===== config.mk =====
export PLATFORM = sky130hd
export DESIGN_NAME = psram_rd_capture
export DESIGN_NICKNAME = d
export VERILOG_FILES = /design/src/rtl/psram_rd_capture_pkg.sv /design/src/rtl/psram_dqs_sync.sv /design/src/rtl/psram_rd_capture.sv
export SDC_FILE = /design/constraint.sdc
export NUM_CORES = 1
export LEC_CHECK = 0
export ABC_AREA = 1
export CORE_MARGIN = 5
export CORE_UTILIZATION = 45
export DETAILED_ROUTE_END_ITERATION = 10
export PLACE_DENSITY = 0.76
export SLEW_MARGIN = 25
export SYNTH_ARGS = -nofsm -noshare
export SYNTH_HDL_FRONTEND = slang
export SYNTH_HIERARCHICAL = 1
export SYNTH_SLANG_ARGS = --single-unit

===== constraint.sdc =====
create_clock -name clk_i -period 7.5 [get_ports clk_i]
set_input_delay 1.875 -clock clk_i [delete_from_list [all_inputs] [get_ports clk_i]]
set_output_delay 1.875 -clock clk_i [all_outputs]
set_load 0.005 [all_outputs]

===== src/rtl/psram_rd_capture_pkg.sv =====
// Shared state encodings and helpers for the PSRAM read-data capture stage.
package psram_rd_capture_pkg;

  typedef enum logic [1:0] {
    PSRAM_RDCAP_IDLE = 2'd0,
    PSRAM_RDCAP_WAIT = 2'd1,
    PSRAM_RDCAP_CAPT = 2'd2,
    PSRAM_RDCAP_DONE = 2'd3
  } rdcap_state_e;

  localparam int PSRAM_RDCAP_MAXLEN = 8;

  // A zero length still returns one byte; lengths past the word size are clipped.
  function automatic logic [3:0] rdcap_norm_len(input logic [3:0] len,
                                                input logic [3:0] max_len);
    if (len == 4'd0)
      return 4'd1;
    else if (len > max_len)
      return max_len;
    else
      return len;
  endfunction

endpackage


===== src/rtl/psram_dqs_sync.sv =====
// DQS synchronizer with a matching IO delay pipe, so each detected DQS edge
// lines up with the DQ byte that was on the pads when DQS toggled.
module psram_dqs_sync #(
  parameter int SYNC_STAGES = 2
) (
  input  logic       clk_i,
  input  logic       rst_i,
  input  logic       dqs_raw_i,
  input  logic [7:0] io_raw_i,
  output logic       dqs_edge_o,
  output logic [7:0] io_d_o
);

  logic [SYNC_STAGES-1:0]      dqs_sync;
  logic [SYNC_STAGES-1:0][7:0] io_pipe;
  logic                        dqs_q;

  // NOTE: the IO pipe is a shift register, not a memory, so every stage is
  // reset; otherwise stale pad data could be captured after reset release.
  always_ff @(posedge clk_i or posedge rst_i) begin
    if (rst_i) begin
      dqs_sync <= '0;
      io_pipe  <= '0;
      dqs_q    <= 1'b0;
    end else begin
      // NOTE: non-blocking assignments make every stage shift by exactly one
      // flop per clock regardless of statement order.
      dqs_sync <= {dqs_sync[SYNC_STAGES-2:0], dqs_raw_i};
      io_pipe  <= {io_pipe[SYNC_STAGES-2:0], io_raw_i};
      dqs_q    <= dqs_sync[SYNC_STAGES-1];
    end
  end

  // Both DQS polarities mark a byte (DDR).
  assign dqs_edge_o = dqs_sync[SYNC_STAGES-1] ^ dqs_q;
  assign io_d_o     = io_pipe[SYNC_STAGES-1];

endmodule


===== src/rtl/psram_rd_capture.sv =====
// PSRAM RDATA capture: counts DQS edges, shifts DQ bytes into a word and
// returns it with a valid pulse, or gives up via timeout/abort.
module psram_rd_capture
  import psram_rd_capture_pkg::*;
#(
  parameter int SYNC_STAGES = 2,
  parameter int DATA_WIDTH  = 64,
  parameter int TMO_WIDTH   = 8
) (
  input  logic                  clk_i,
  input  logic                  rst_i,
  input  logic                  rd_start_i,
  input  logic [3:0]            rd_len_i,
  input  logic [TMO_WIDTH-1:0]  rd_tmo_i,
  input  logic                  rd_abort_i,
  input  logic                  psram_dqs_in_i,
  input  logic [7:0]            psram_io_in_i,
  output logic                  rd_busy_o,
  output logic                  rd_valid_o,
  output logic [DATA_WIDTH-1:0] rd_data_o,
  output logic [7:0]            rd_byte_o,
  output logic                  rd_timeout_o
);

  localparam logic [3:0] MAX_LEN = 4'(DATA_WIDTH / 8);

  rdcap_state_e         state;
  logic [3:0]           byte_cnt;
  logic [3:0]           len_q;
  logic [TMO_WIDTH-1:0] tmo_cnt;
  logic                 dqs_edge;
  logic [7:0]           io_d;
  logic [3:0]           next_cnt;

  psram_dqs_sync #(
    .SYNC_STAGES (SYNC_STAGES)
  ) u_dqs_sync (
    .clk_i      (clk_i),
    .rst_i      (rst_i),
    .dqs_raw_i  (psram_dqs_in_i),
    .io_raw_i   (psram_io_in_i),
    .dqs_edge_o (dqs_edge),
    .io_d_o     (io_d)
  );

  assign next_cnt = byte_cnt + 4'd1;

  always_ff @(posedge clk_i or posedge rst_i) begin
    if (rst_i) begin
      state        <= PSRAM_RDCAP_IDLE;
      byte_cnt     <= '0;
      len_q        <= '0;
      tmo_cnt      <= '0;
      rd_data_o    <= '0;
      rd_busy_o    <= 1'b0;
      rd_valid_o   <= 1'b0;
      rd_timeout_o <= 1'b0;
    end else begin
      rd_valid_o   <= 1'b0;
      rd_timeout_o <= 1'b0;
      if (rd_abort_i) begin
        // Abort outranks start, edge and timeout in the same cycle.
        state     <= PSRAM_RDCAP_IDLE;
        rd_busy_o <= 1'b0;
      end else begin
        case (state)
          PSRAM_RDCAP_IDLE: begin
            if (rd_start_i) begin
              state     <= PSRAM_RDCAP_WAIT;
              rd_busy_o <= 1'b1;
              rd_data_o <= '0;
              byte_cnt  <= '0;
              tmo_cnt   <= rd_tmo_i;
              len_q     <= rdcap_norm_len(rd_len_i, MAX_LEN);
            end
          end
          PSRAM_RDCAP_WAIT, PSRAM_RDCAP_CAPT: begin
            if (dqs_edge) begin
              rd_data_o <= {rd_data_o[DATA_WIDTH-9:0], io_d};
              byte_cnt  <= next_cnt;
              tmo_cnt   <= rd_tmo_i;
              if (next_cnt == len_q) begin
                state      <= PSRAM_RDCAP_DONE;
                rd_valid_o <= 1'b1;
              end else begin
                state <= PSRAM_RDCAP_CAPT;
              end
            end else if (tmo_cnt == '0) begin
              // Partial data stays in rd_data_o for debug.
              state        <= PSRAM_RDCAP_IDLE;
              rd_busy_o    <= 1'b0;
              rd_timeout_o <= 1'b1;
            end else begin
              tmo_cnt <= tmo_cnt - TMO_WIDTH'(1);
            end
          end
          PSRAM_RDCAP_DONE: begin
            state     <= PSRAM_RDCAP_IDLE;
            rd_busy_o <= 1'b0;
          end
          default: begin
            state     <= PSRAM_RDCAP_IDLE;
            rd_busy_o <= 1'b0;
          end
        endcase
      end
    end
  end

  assign rd_byte_o = rd_data_o[7:0];

endmodule

==> run_1/met1.png <==
Scale: 2 px per micron.
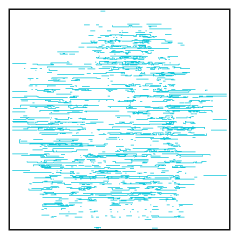
- share of all routed wire: 46%
- nets with wire on the layer: 501
- main direction: horizontal
vias: 3205
final wirelength: 9.61 mm
grt met1 use: 23.4%

==> run_1/gate_families.png <==
Scale: 2 px per micron.
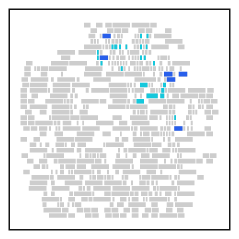
- NOR gates: cyan (cells 22; most used nor2_1; where north)
- adder and majority cells: blue (cells 6; most used ha_1)

==> run_1/final_congestion.png <==
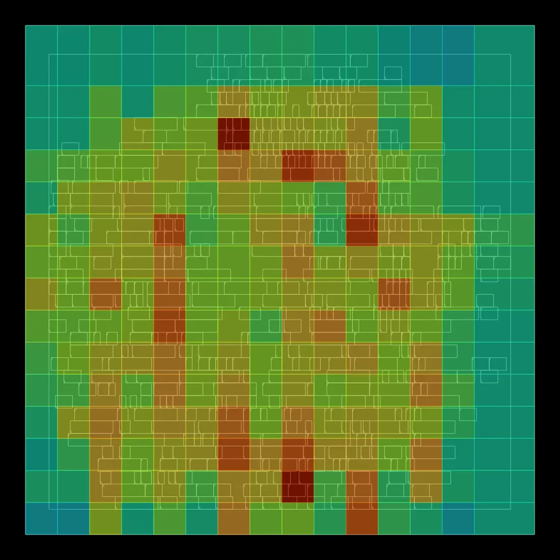
GRT busiest layer: met2
met2 GRT Util: 26.0%

run 1: synth_stat cells, drive strengths merged:
cell | n | area share (%)
a21oi | 4 | 0.45
dfrtp | 104 | 58
nor3 | 4 | 0.70
buf | 30 | 5.7
a211oi | 1 | 0.17
nor2 | 18 | 1.9
xor2 | 1 | 0.20
nand4 | 3 | 0.42
nand3 | 20 | 2.2
nand2 | 72 | 6.6
inv | 97 | 8.2
o22ai | 53 | 9.5
o21ai | 30 | 3.4
o21a | 1 | 0.17
ha | 6 | 1.7
a21boi | 2 | 0.34
run 1: critical path, cell delays in order:
cell             delay [ns]
clkdlybuf4s50_1        0.55
nor3_4                 0.63
inv_2                  0.09
nor2_4                 0.09
buf_4                  0.54
inv_2                  0.21
nand2_1                0.10
o21ai_1                0.07
run 1: worst paths after layout:
check | from | endpoint | slack, ns
setup / recovery | rd_abort_i | rd_data_o[62]$_DFFE_PP0P_ | 3.57
hold / removal | u_dqs_sync/io_pipe[1]$_DFF_PP0_ | u_dqs_sync/io_d_o[1]$_DFF_PP0_ | 0.35
setup reg to reg | state[0]$_DFFE_PP0P_ | rd_data_o[62]$_DFFE_PP0P_ | 4.99
hold reg to reg | u_dqs_sync/io_pipe[1]$_DFF_PP0_ | u_dqs_sync/io_d_o[1]$_DFF_PP0_ | 0.35
max in group asynchronous | rst_i | rd_data_o[38]$_DFFE_PP0P_ | 4.92
min in group asynchronous | rst_i | u_dqs_sync/io_pipe[0]$_DFF_PP0_ | 1.96
run 1: power breakdown:
group	internal (mW)	total [mW]	switching [mW]
Clock	0.155	0.336	0.181
Sequential	0.637	0.700	0.0624
Combinational	0.212	0.505	0.294
Total	1.00	1.54	0.537
==> reports/metrics.cfg, run 1 <==
[worst_setup_path]
path_class = in2reg

[clocking]
root_buffer = clkbuf_8
path_clk_slew_ns = 0.09

[layout]
seq_area_sq_um = 2600
largest-register = rd_data_o
stdcell_count = 666
comb_area_share_pct = 22.2

[global_route]
grt-ovfl-total = 0
grt_pass1_wl_mm = 15.7

[placement]
place_ws_ns = 3.19
place_area_sq_um = 5380

[final_timing]
fin_skew_ns = 0.00862
setup_ws_ns = 3.57
final_min_period_over_clock_period_pct = 52.4

[logic_synthesis]
yosys_cells = 446
ys_types = 27
yosysWarnings = 6

[outcome]
status = completed

[flow_run]
cap_violations = 0

[die]
core_area_sq_um = 9730

==> run 2, diff against run 1 <==
- clock period: 7.5 -> 3.93 ns (I/O delays scaled with it)
==> run_2/final_congestion.png <==
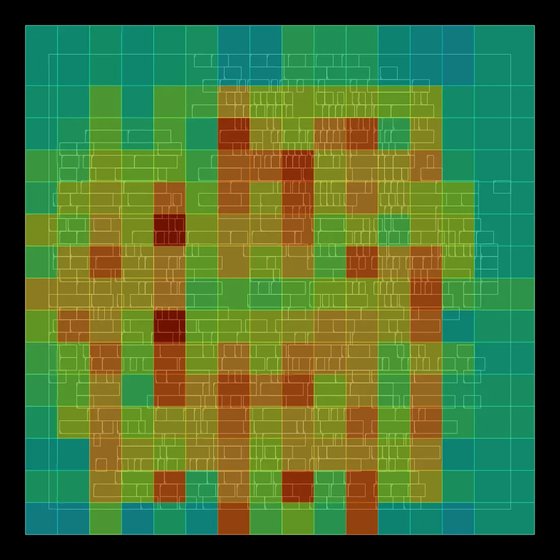
met3 usage: 4.64%
final core utilization: 57.4%
grt met1 use: 24.0%

==> run 2 against run 1 <==
Effect of this change: clock-buffer cell count decreased by 1; critical path depth decreased by 1; worst setup slack got worse by 2.2 ns; via count increased by 2.9%; area after synthesis unchanged; sequential cell count unchanged; sequential share of layout area decreased by 0.10 points; wire length increased by 3.1%; non-clock buffer count increased by 1; combinational power increased by 96%; global-route usage increased by 0.43 points; worst hold slack about the same; critical path type unchanged; critical endpoint is now rd_data_o[19]$_DFFE_PP0P_; largest power group unchanged.
==> reports/metrics.cfg, run 2 <==
[placement]
place_ws_ns = 0.962  ; -2.23 ns
place_area_sq_um = 5410  ; +0.60%

[flow_run]
cap_violations = 0  ; unchanged

[clocking]
path_clk_slew_ns = 0.10  ; about the same

[die]
core_area_sq_um = 9730  ; unchanged

[power]
seqPwrFrac_pct = 45.7  ; +0.3 points
power.internal_mw = 1.87  ; +86%
clkPwrFrac_pct = 20.6  ; -1.2 points
power_switching_mw = 1.07  ; +99%
combinationalPowerShare_pct = 33.7  ; +0.9 points

[logic_synthesis]
top_cell_area_share_pct = 58.3  ; unchanged
ys_async_sr_fraction_pct = 100  ; unchanged
top_cells_by_count = dfrtp_1, inv_1, nand2_1
yosys_cells = 446  ; unchanged
most_common_cell = dfrtp_1
largest_area_cell = dfrtp_1
yosysWarnings = 6  ; unchanged
synthFlopType = dfrtp_1

[outcome]
status = completed

[worst_setup_path]
crit_slowest_cell = clkdlybuf4s50_1

==> run_2/registers.png <==
Scale: 4 px per micron. Other sequential cells in the stronger gray, the rest of the logic in the fainter gray.
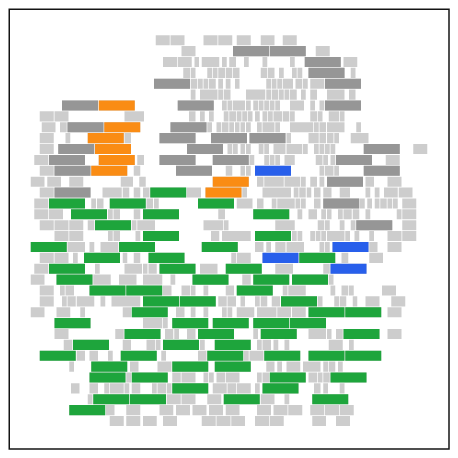
- byte_cnt: blue (flops 4)
- rd_data_o: green (flops 64)
- u_dqs_sync/io_d_o: orange (flops 8)
sequential share of cell area: 46.6%
P_seq: 1.34 mW
register area: 2600 sq um

run 2: path summary, 6_finish.rpt:
check	to	from	cells after the start	slack, ns
max	rd_data_o[19]$_DFFE_PP0P_	rd_abort_i	7	1.33
max reg2reg	rd_data_o[19]$_DFFE_PP0P_	state[0]$_DFFE_PP0P_	10	1.83
max in group asynchronous	rd_data_o[43]$_DFFE_PP0P_	rst_i	3	2.17
min	u_dqs_sync/io_d_o[5]$_DFF_PP0_	u_dqs_sync/io_pipe[5]$_DFF_PP0_	0	0.35
min reg2reg	u_dqs_sync/io_d_o[5]$_DFF_PP0_	u_dqs_sync/io_pipe[5]$_DFF_PP0_	0	0.35
min in group asynchronous	u_dqs_sync/dqs_q$_DFF_PP0_	rst_i	2	1.07
run 2: final cells by class:
class | count | area [sq um] | area share, %
clock buffer | 10 | 128 | 2.29
clock inverter | 6 | 43.8 | 0.784
inverter | 97 | 365 | 6.54
multi-input combinational | 215 | 1240 | 22.2
sequential | 104 | 2600 | 46.6
tap | 133 | 166 | 2.98
timing repair buffer | 102 | 1040 | 18.6
run 2: routing by layer:
metal  up-vias  wire (microns)  track usage [%]
met5         -               0                0
met3         9             606             4.64
met4         0             125             4.99
met1      1613            4370             24.0
li1       1578               -                -
met2        97            4810             27.3
run 2: power by group through the flow:
stage	Combinational, mW	Clock [mW]	Sequential, mW
after floorplan	0.716	0	1.33
final	0.990	0.604	1.34
after global placement	0.966	0	1.35
after detailed placement	0.992	0	1.35
after CTS	0.999	0.611	1.34
after global routing	1.11	0.661	1.36
run 2: kinds of logic (layout without fill, tap and decap cells):
logic type,after synthesis,in the layout,share of synthesized area [%]
buffers and inverters,127,215,13.9
DFF,104,104,58.3
AOI/OAI and AO/OA,91,91,14.0
and+or+nand+nor,117,117,11.9
xor gates and xnor gates,1,1,0.196
adders and majority gates,6,6,1.68
Power figures rest on the tool's default switching activity, not on a simulated workload.
